**config.mk**
```make
export PLATFORM = sky130hd
export DESIGN_NAME = alu_seq_core
export DESIGN_NICKNAME = d
export VERILOG_FILES = /design/src/rtl/alu_seq_core.sv
export SDC_FILE = /design/constraint.sdc
export NUM_CORES = 1
export LEC_CHECK = 0
export CORE_MARGIN = 8
export CORE_UTILIZATION = 49
export CTS_CLUSTER_DIAMETER = 40
export CTS_CLUSTER_SIZE = 20
export DETAILED_ROUTE_END_ITERATION = 7
export PLACE_DENSITY = 0.88
export SYNTH_ARGS = -nofsm -noshare
export SYNTH_HDL_FRONTEND = slang
export SYNTH_SLANG_ARGS = --single-unit
export TNS_END_PERCENT = 1
```
**constraint.sdc**
```tcl
create_clock -name clk -period 3.7 [get_ports clk]
set_input_delay 1.11 -clock clk [delete_from_list [all_inputs] [get_ports clk]]
set_output_delay 1.11 -clock clk [all_outputs]
set_load 0.01 [all_outputs]
```
**src/rtl/alu_seq_core.sv**
```systemverilog
// alu_seq_core: handshaked, operand-registered ALU with {shift,ainv,bneg,aluop}
// opcodes. The result and flags are held until the consumer takes them.
// Optional feature macro ALU_SHIFT_EN: when defined, adds an iterative
// one-bit-per-cycle shifter (SLL/SRL/SRA). When it is undefined, every shift code
// is reported as illegal.
module alu_seq_core #(
  parameter int WIDTH = 16
) (
  input  logic             clk,
  input  logic             rst_n,
  input  logic             in_valid,
  output logic             in_ready,
  input  logic [WIDTH-1:0] a,
  input  logic [WIDTH-1:0] b,
  input  logic [4:0]       op,
  output logic             out_valid,
  input  logic             out_ready,
  output logic [WIDTH-1:0] result,
  output logic             zero,
  output logic             carry_out,
  output logic             overflow,
  output logic             negative,
  output logic             illegal
);

`ifdef ALU_SHIFT_EN
  // The shift amount width is derived from WIDTH.
  localparam int SHW = $clog2(WIDTH);
  localparam logic [SHW-1:0] CNT_ONE  = {{(SHW-1){1'b0}}, 1'b1};
  localparam logic [SHW-1:0] CNT_ZERO = {SHW{1'b0}};
  typedef enum logic [1:0] {IDLE = 2'd0, EXEC = 2'd1, SHIFT = 2'd2, DONE = 2'd3} state_t;
`else
  typedef enum logic [1:0] {IDLE = 2'd0, EXEC = 2'd1, DONE = 2'd3} state_t;
`endif

  state_t           state_r, state_s;
  logic [WIDTH-1:0] a_r, b_r;
  logic [4:0]       op_r;
  logic [WIDTH-1:0] result_r;
  logic             zero_r, carry_r, ovf_r, neg_r, illegal_r;
  logic             out_valid_r, in_ready_r;

  logic [WIDTH-1:0] a_p_s, b_p_s;
  logic [WIDTH:0]   sum_s;
  logic             sum_ovf_s;
  logic [WIDTH-1:0] alu_res_s;
  logic             alu_cout_s, alu_ovf_s;
  logic             ill_s;
  logic [WIDTH-1:0] fin_res_s;
  logic             fin_cout_s, fin_ovf_s;
  logic             load_s;

`ifdef ALU_SHIFT_EN
  logic [SHW-1:0]   cnt_r;
  logic [WIDTH-1:0] sh_r, sh_next_s;
  logic             sh_bit_s;
`endif

  assign in_ready  = in_ready_r;
  assign out_valid = out_valid_r;
  assign result    = result_r;
  assign zero      = zero_r;
  assign carry_out = carry_r;
  assign overflow  = ovf_r;
  assign negative  = neg_r;
  assign illegal   = illegal_r;

  // Logic-unit and adder datapath for the non-shift operations.
  always_comb begin
    a_p_s      = op_r[3] ? ~a_r : a_r;
    b_p_s      = op_r[2] ? ~b_r : b_r;
    sum_s      = {1'b0, a_p_s} + {1'b0, b_p_s} + {{WIDTH{1'b0}}, op_r[2]};
    sum_ovf_s  = (a_p_s[WIDTH-1] == b_p_s[WIDTH-1]) && (sum_s[WIDTH-1] != a_p_s[WIDTH-1]);
    alu_res_s  = {WIDTH{1'b0}};
    alu_cout_s = 1'b0;
    alu_ovf_s  = 1'b0;
    case (op_r[1:0])
      2'b00: alu_res_s = a_p_s & b_p_s;
      2'b01: alu_res_s = a_p_s | b_p_s;
      2'b10: begin
        alu_res_s  = sum_s[WIDTH-1:0];
        alu_cout_s = sum_s[WIDTH];
        alu_ovf_s  = sum_ovf_s;
      end
      2'b11: begin
        alu_res_s  = {{(WIDTH-1){1'b0}}, sum_s[WIDTH-1] ^ sum_ovf_s};
        alu_cout_s = sum_s[WIDTH];
        alu_ovf_s  = sum_ovf_s;
      end
      default: alu_res_s = {WIDTH{1'b0}};
    endcase
  end

  // Decode which latched opcodes are not supported in this build.
  always_comb begin
    ill_s = 1'b0;
`ifdef ALU_SHIFT_EN
    if (op_r[4] && (op_r[1:0] == 2'b11)) begin
      ill_s = 1'b1;
    end else begin
      ill_s = 1'b0;
    end
`else
    if (op_r[4]) begin
      ill_s = 1'b1;
    end else begin
      ill_s = 1'b0;
    end
`endif
  end

`ifdef ALU_SHIFT_EN
  // One-bit shift step with the bit that falls off the end.
  always_comb begin
    sh_next_s = sh_r;
    sh_bit_s  = 1'b0;
    case (op_r[1:0])
      2'b00: begin
        sh_next_s = {sh_r[WIDTH-2:0], 1'b0};
        sh_bit_s  = sh_r[WIDTH-1];
      end
      2'b01: begin
        sh_next_s = {1'b0, sh_r[WIDTH-1:1]};
        sh_bit_s  = sh_r[0];
      end
      2'b10: begin
        sh_next_s = {sh_r[WIDTH-1], sh_r[WIDTH-1:1]};
        sh_bit_s  = sh_r[0];
      end
      default: begin
        sh_next_s = sh_r;
        sh_bit_s  = 1'b0;
      end
    endcase
  end
`endif

  // Select the value captured into the output registers on entry to DONE.
  always_comb begin
    fin_res_s  = alu_res_s;
    fin_cout_s = alu_cout_s;
    fin_ovf_s  = alu_ovf_s;
    if (ill_s) begin
      fin_res_s  = {WIDTH{1'b0}};
      fin_cout_s = 1'b0;
      fin_ovf_s  = 1'b0;
    end
`ifdef ALU_SHIFT_EN
    else if (op_r[4]) begin
      fin_ovf_s = 1'b0;
      if (state_r == SHIFT) begin
        fin_res_s  = sh_next_s;
        fin_cout_s = sh_bit_s;
      end else begin
        // A zero shift amount passes A through; no bit is shifted out.
        fin_res_s  = a_r;
        fin_cout_s = 1'b0;
      end
    end
`endif
    else begin
      fin_res_s  = alu_res_s;
      fin_cout_s = alu_cout_s;
      fin_ovf_s  = alu_ovf_s;
    end
  end

  // Next-state logic; load_s marks the cycle whose result enters DONE.
  always_comb begin
    state_s = state_r;
    load_s  = 1'b0;
    case (state_r)
      IDLE: begin
        if (in_valid) begin
          state_s = EXEC;
        end else begin
          state_s = IDLE;
        end
      end
      EXEC: begin
`ifdef ALU_SHIFT_EN
        if (op_r[4] && !ill_s && (b_r[SHW-1:0] != CNT_ZERO)) begin
          state_s = SHIFT;
        end else begin
          state_s = DONE;
          load_s  = 1'b1;
        end
`else
        state_s = DONE;
        load_s  = 1'b1;
`endif
      end
`ifdef ALU_SHIFT_EN
      SHIFT: begin
        if (cnt_r == CNT_ONE) begin
          state_s = DONE;
          load_s  = 1'b1;
        end else begin
          state_s = SHIFT;
        end
      end
`endif
      DONE: begin
        if (out_ready) begin
          state_s = IDLE;
        end else begin
          state_s = DONE;
        end
      end
      default: state_s = IDLE;
    endcase
  end

  // State register.
  always_ff @(posedge clk or negedge rst_n) begin
    if (!rst_n) begin
      state_r <= IDLE;
    end else begin
      state_r <= state_s;
    end
  end

  // Capture the request only when the core is idle.
  always_ff @(posedge clk or negedge rst_n) begin
    if (!rst_n) begin
      a_r  <= {WIDTH{1'b0}};
      b_r  <= {WIDTH{1'b0}};
      op_r <= 5'd0;
    end else if ((state_r == IDLE) && in_valid) begin
      a_r  <= a;
      b_r  <= b;
      op_r <= op;
    end
  end

`ifdef ALU_SHIFT_EN
  // The shift working register and down-counter are loaded in EXEC and stepped in SHIFT.
  always_ff @(posedge clk or negedge rst_n) begin
    if (!rst_n) begin
      sh_r  <= {WIDTH{1'b0}};
      cnt_r <= CNT_ZERO;
    end else if (state_r == EXEC) begin
      sh_r  <= a_r;
      cnt_r <= b_r[SHW-1:0];
    end else if (state_r == SHIFT) begin
      sh_r  <= sh_next_s;
      cnt_r <= cnt_r - CNT_ONE;
    end
  end
`endif

  // Registered handshake, result and flags; the result holds until the next op completes.
  always_ff @(posedge clk or negedge rst_n) begin
    if (!rst_n) begin
      result_r    <= {WIDTH{1'b0}};
      zero_r      <= 1'b0;
      carry_r     <= 1'b0;
      ovf_r       <= 1'b0;
      neg_r       <= 1'b0;
      illegal_r   <= 1'b0;
      out_valid_r <= 1'b0;
      in_ready_r  <= 1'b1;
    end else begin
      out_valid_r <= (state_s == DONE);
      in_ready_r  <= (state_s == IDLE);
      if (load_s) begin
        result_r  <= fin_res_s;
        zero_r    <= (fin_res_s == {WIDTH{1'b0}});
        carry_r   <= fin_cout_s;
        ovf_r     <= fin_ovf_s;
        neg_r     <= fin_res_s[WIDTH-1];
        illegal_r <= ill_s;
      end
    end
  end

endmodule

```
==> ds_physical_params.txt <==
Physical design parameters

Parameter                              Value

Status
  Status .................. complete, no violations

Timing
  Number of failing setup endpoints in the final timing report .................. 0
  Slew @ Worst Pin .................. 1.10 ns
  Shortest period the worst path allows .................. 3.30 ns
  Fmax .................. 303 MHz

Route
  Remaining antenna violation count after routing .................. 0
  Initial DRC Count .................. 237
  Routed length on met2 .................. 4540 um

Place
  Routability congestion estimate from global placement .................. 0.909
  Hpwl dp .................. 7550 um

Layout
  CLK BUF .................. 14
  Ant diodes .................. 0

Logic synthesis
  Ys Warns .................. 0
  Largest cells by area .................. dfrtp_1 36%, mux2_2 10%, ha_1 9.7%
  Cell type with the highest aggregate area in the netlist .................. dfrtp_1
  Sequential-to-total area share from yosys stat .................. 36.9%
  Flip-flops with a built-in enable .................. 0
  Count of mapped cells out of synthesis .................. 431
  Cell total in the yosys stat output .................. 431

Job
  Number of warnings in the stage logs .................. 42

Clock network
  Cell resize tally after clock tree synthesis .................. 0

Worst setup path
  Worst setup path start .................. op_r[3]$_DFFE_PN0P_
  R2R Setup Slk .................. 0.40 ns

GRT
  Pin count of the biggest net entering global routing .................. 52
-- placed cells by master, fill, tap and decap left out, types with 6 or more instances in the layout --
cell type,instances
nor2_1,28
buf_4,8
xor2_1,36
mux2_2,37
nand2_1,35
inv_1,38
xnor2_1,6
a211oi_1,6
clkbuf_8,10
a21oi_1,16
nor3_1,6
dfrtp_1,59
o31ai_1,11
ha_1,32
o21ai_0,25
clkdlybuf4s50_1,62
-- flip-flops by register name, summed over array words and instances, names as in the netlist, 2 cells and up --
register / count
op_r: 5
b_r: 16
result: 16
a_r: 16
state_r: 2
**Cell sizes after repair**

Bar = 20 um.
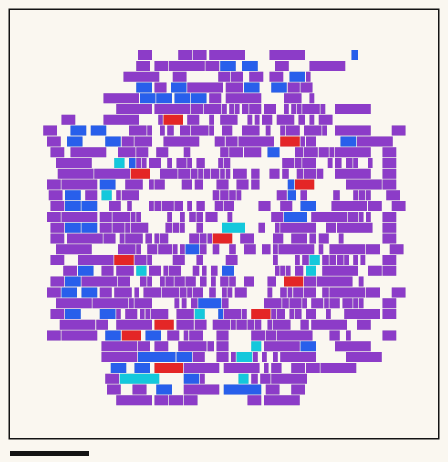
Key: _2 cells = blue [cells 49, most used mux2_2]; _0 and _1 cells = purple [cells 425, most used clkdlybuf4s50_1]; _3 and _4 cells = cyan [cells 11, most used buf_4]; _6 and larger = red [cells 11, most used clkbuf_8]
post-route standard cell area excluding fillers: 5050 um2
bufs w/o clock: 72
slack of the critical path: 0.396 ns
Area growth, synth to finish: 22.0%

**Where the registers sit**

Bar = 20 um. Other sequential cells in the stronger grey, the rest of the logic in the fainter grey.
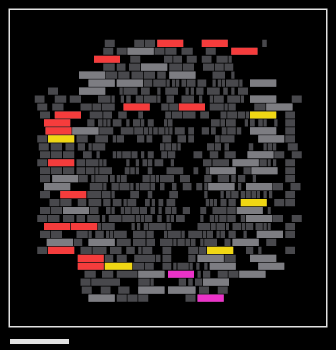
Key: state_r = magenta [flops 2]; a_r = red [flops 16]; op_r = yellow [flops 5]
Another 38 sequential cells are not coloured.
flip-flop and latch area: 1530 um2
fraction of standard cell area that is sequential: 30.3%
final core utilization: 61.5%

**Routed clock nets over the placement**

Bar = 20 um.
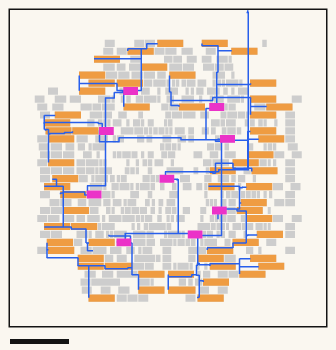
Key: clock wires = blue [length 855 um]; clock drivers = magenta [count 9]; flip-flops = orange [count 61]
Position of the flops: spread over the die.
insertion delay at the late pin of the worst-skew pair: 0.35 ns
setup clock skew after layout: 0.00961 ns

**Clock nets**

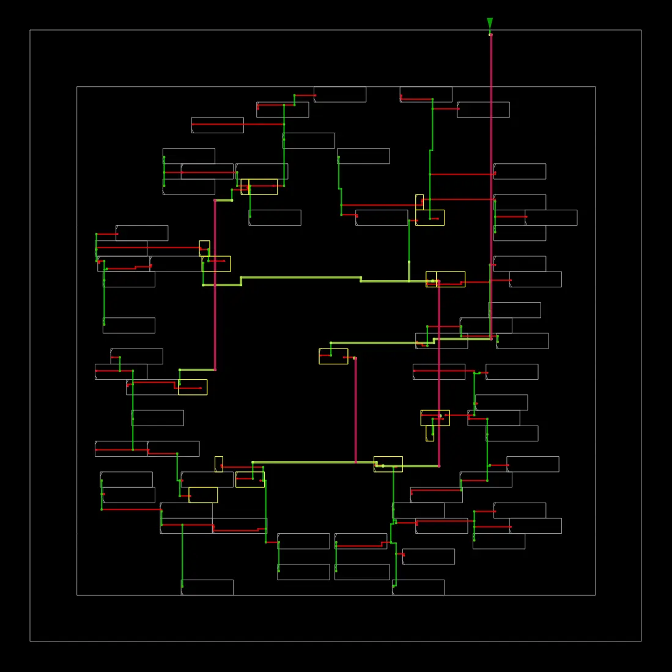
total clock buffers created by CTS: 9
Seq cells: 61

